<file path="src/rtl/cam_store.sv">
// Storage and write stage of the 8x4 CAM: entry array, valid bits, occupancy.
// Supports direct write, insert into lowest free slot, and delete by address.
module cam_store #(
    parameter int ENTRIES = 8,
    parameter int WIDTH   = 4,
    parameter int AW      = 3
) (
    input  logic             clk,
    input  logic             reset,
    input  logic             wr_en,
    input  logic [AW-1:0]    wr_addr,
    input  logic             ins_en,
    input  logic             del_en,
    input  logic [AW-1:0]    del_addr,
    input  logic [WIDTH-1:0] din,
    output logic [WIDTH-1:0] q [ENTRIES-1:0],
    output logic [ENTRIES-1:0] vld,
    output logic [AW-1:0]    free_addr,
    output logic             ins_ack,
    output logic [AW-1:0]    ins_addr,
    output logic [AW:0]      count,
    output logic             full,
    output logic             empty,
    output logic             ovf
);

    logic [WIDTH-1:0]   mem_q [ENTRIES-1:0];
    logic [WIDTH-1:0]   mem_d [ENTRIES-1:0];
    logic [ENTRIES-1:0] vld_q, vld_d;
    logic [AW:0]        count_q, count_d;
    logic               full_q, full_d;
    logic               empty_q, empty_d;
    logic               ins_ack_q, ins_ack_d;
    logic [AW-1:0]      ins_addr_q, ins_addr_d;
    logic               ovf_q, ovf_d;
    logic               all_valid;

    // Lowest invalid index; descending scan so the lowest match is written last.
    always_comb begin
        free_addr = '0;
        for (int unsigned i = ENTRIES; i > 0; i--) begin
            if (!vld_q[i-1]) free_addr = AW'(i - 1);
        end
    end

    assign all_valid = &vld_q;

    // Delete is applied first so a same-address write overrides it; insert
    // targets free_addr from the current vld, so a slot freed now is not reused.
    always_comb begin
        mem_d      = mem_q;
        vld_d      = vld_q;
        ins_ack_d  = 1'b0;
        ovf_d      = 1'b0;
        ins_addr_d = ins_addr_q;

        if (del_en) vld_d[del_addr] = 1'b0;

        if (wr_en) begin
            mem_d[wr_addr] = din;
            vld_d[wr_addr] = 1'b1;
        end else if (ins_en) begin
            if (!all_valid) begin
                mem_d[free_addr] = din;
                vld_d[free_addr] = 1'b1;
                ins_ack_d        = 1'b1;
                ins_addr_d       = free_addr;
            end else begin
                ovf_d = 1'b1;
            end
        end

        // Popcount of the next valid vector equals count + set - clr.
        count_d = '0;
        for (int unsigned i = 0; i < ENTRIES; i++) begin
            count_d = count_d + {{AW{1'b0}}, vld_d[i]};
        end
        full_d  = (count_d == (AW+1)'(ENTRIES));
        empty_d = (count_d == '0);
    end

    always_ff @(posedge clk) begin
        if (reset) begin
            for (int unsigned i = 0; i < ENTRIES; i++) mem_q[i] <= '0;
            vld_q      <= '0;
            count_q    <= '0;
            full_q     <= 1'b0;
            empty_q    <= 1'b1;
            ins_ack_q  <= 1'b0;
            ins_addr_q <= '0;
            ovf_q      <= 1'b0;
        end else begin
            mem_q      <= mem_d;
            vld_q      <= vld_d;
            count_q    <= count_d;
            full_q     <= full_d;
            empty_q    <= empty_d;
            ins_ack_q  <= ins_ack_d;
            ins_addr_q <= ins_addr_d;
            ovf_q      <= ovf_d;
        end
    end

    assign q        = mem_q;
    assign vld      = vld_q;
    assign count    = count_q;
    assign full     = full_q;
    assign empty    = empty_q;
    assign ins_ack  = ins_ack_q;
    assign ins_addr = ins_addr_q;
    assign ovf      = ovf_q;

endmodule

</file>
<file path="config.mk">
export PLATFORM = sky130hd
export DESIGN_NAME = cam_store
export DESIGN_NICKNAME = d
export VERILOG_FILES = /design/src/rtl/cam_store.sv
export SDC_FILE = /design/constraint.sdc
export NUM_CORES = 1
export LEC_CHECK = 0
export CAP_MARGIN = 40
export CORE_MARGIN = 4
export CORE_UTILIZATION = 53
export DETAILED_ROUTE_END_ITERATION = 10
export DONT_BUFFER_PORTS = 1
export HOLD_SLACK_MARGIN = 0.08
export PLACE_DENSITY = 0.66
export SYNTH_ARGS = -nofsm -noshare
export SYNTH_HDL_FRONTEND = slang
export SYNTH_SLANG_ARGS = --single-unit
</file>
<file path="constraint.sdc">
create_clock -name clk -period 14.1 [get_ports clk]
set_clock_uncertainty 0.15 [all_clocks]
set_input_delay 2.82 -clock clk [delete_from_list [all_inputs] [get_ports clk]]
set_output_delay 2.82 -clock clk [all_outputs]
set_load 0.005 [all_outputs]
</file>
The metal 1 layer:
Bar = 20 um. Supply wires on this layer in gray.
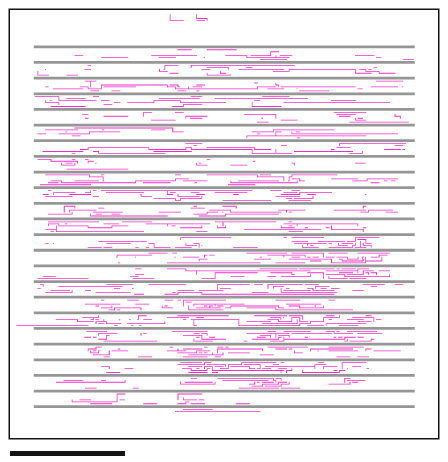
share of all routed wire	42%
nets with wire on the layer	248
main direction	horizontal

The metal 3 layer:
Bar = 20 um.
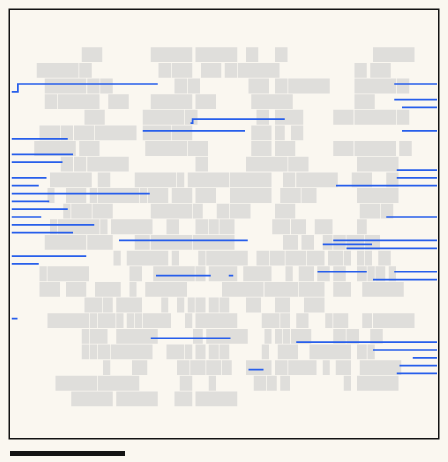
longest straight run	24.2 um
nets with wire on the layer	38
share of all routed wire	7.7%
main direction	horizontal

Congestion heat map:
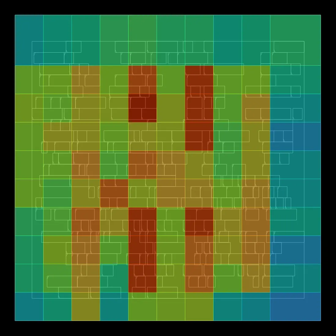
busiest layer in global routing: met2
wire per inst: 18.8 um
GRT Overall Usage: 19.9%
GRT met3 Usage: 6.62%

Gate families picked out:
Bar = 20 um.
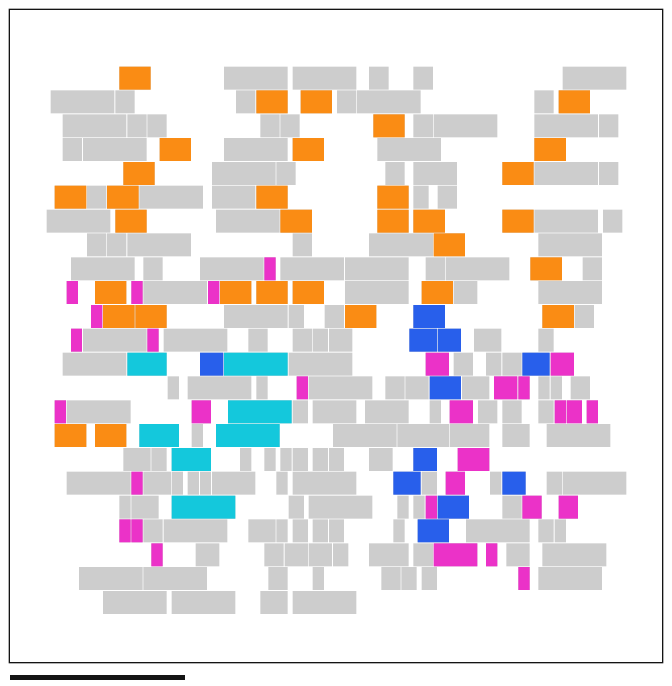
family	color	cells
fa/ha/maj cells	cyan	7
nor cells	magenta	30
non-inverting ao/oa cells	blue	11
mux cells	orange	32

==> qor.txt <==
FF+latch area: 1020 um2
Drt total wl: 5.41 mm
Comb pwr: 0.0000414 W
Count of tool warnings: 26
Core Region: 4140 um2
Drt drc: 0
Ys cells: 237
Post-CTS resize count: 0
Leakage: 1.05 nW
Worst slack, placed: 7.30 ns
Total power: 0.000286 W
Cells on Worst Hold Path: 2
Die Span X: 74.4 um
P_seq: 0.000161 W
Tap Cells: 50
CP delay by family, top: adder cells
Combinational Power Share: 14.5%
PortBufs: 0
Min Hold Slack: 0.326 ns
Synth warnings: 0
Detailed placer's ending HPWL: 3.97 mm
Post-synth ARST share: 0%
Number of enable flip-flop cells: 0
Worst reg2reg path depth: 15
Synth Area in Compound Gates: 12.7%
CP required: 14.15 ns
Post-route cell area: 2450 um2
Most frequent CP cell: fa_1
Seq/total area: 41.6%
Clk network pwr share: 29.2%
# clock sinks: 51
First-pass GRT wire length: 8.31 mm
Fin crit period: 6.49 ns
CP peak stage delay: 0.53 ns
Outcome: finished clean
GR Overflow Total: 0
Layout area overhead: 4.98%
Internal: 0.000206 W
Clk latency late pin: 0.30 ns
# fillers: 363
TritonCTS clock tree: yes
Vias in the first global route: 1618
Area share of the largest cell type after synthesis: 43.7%
Final hold violation count: 0
Clk pwr: 0.0000835 W
Syn_nets: 259
Sequential fraction of the synthesis area: 43.7%
Worst Setup SP: ins_en
Top area cell types: dfxtp_1, mux2i_1, nand2b_1
Crit-path slowest cell: fa_1
Worst-path clk slew: 0.09 ns
Fin crit share: 46.1%
Max VDD drop: 0.0740 mV
Critical path class: primary input to flop
Count of final setup violators: 0
# clk buffers: 5
Largest net degree at the start of global routing: 55
TritonCTS Buffers: 5
==> sequential cells by signal, summed over array words and instances, names as in the netlist <==
signal,cells
count,4
empty,1
full,1
ins_ack,1
ins_addr,3
ovf,1
q,32
vld,8
==> metal layers <==
metal	GRT usage, %	part of all wire, %	vias to the layer above
li1	-	-	819
met4	6.13	0.67	0
met2	32.8	50	57
met5	0	0	-
met3	6.62	7.7	3
met1	24.7	42	829
==> worst min-delay path by stage <==
stage                 from           to  slack, ns
2_1_floorplan  ins_addr[1]  ins_addr[1]       0.30
3_3_place_gp   ins_addr[1]  ins_addr[1]       0.32
5_1_grt              q[16]        q[16]       0.37
6_report       ins_addr[1]  ins_addr[1]       0.33
4_1_cts        ins_addr[1]  ins_addr[1]       0.33
3_5_place_dp   ins_addr[1]  ins_addr[1]       0.32
Power is estimated from default activity; no workload was simulated.
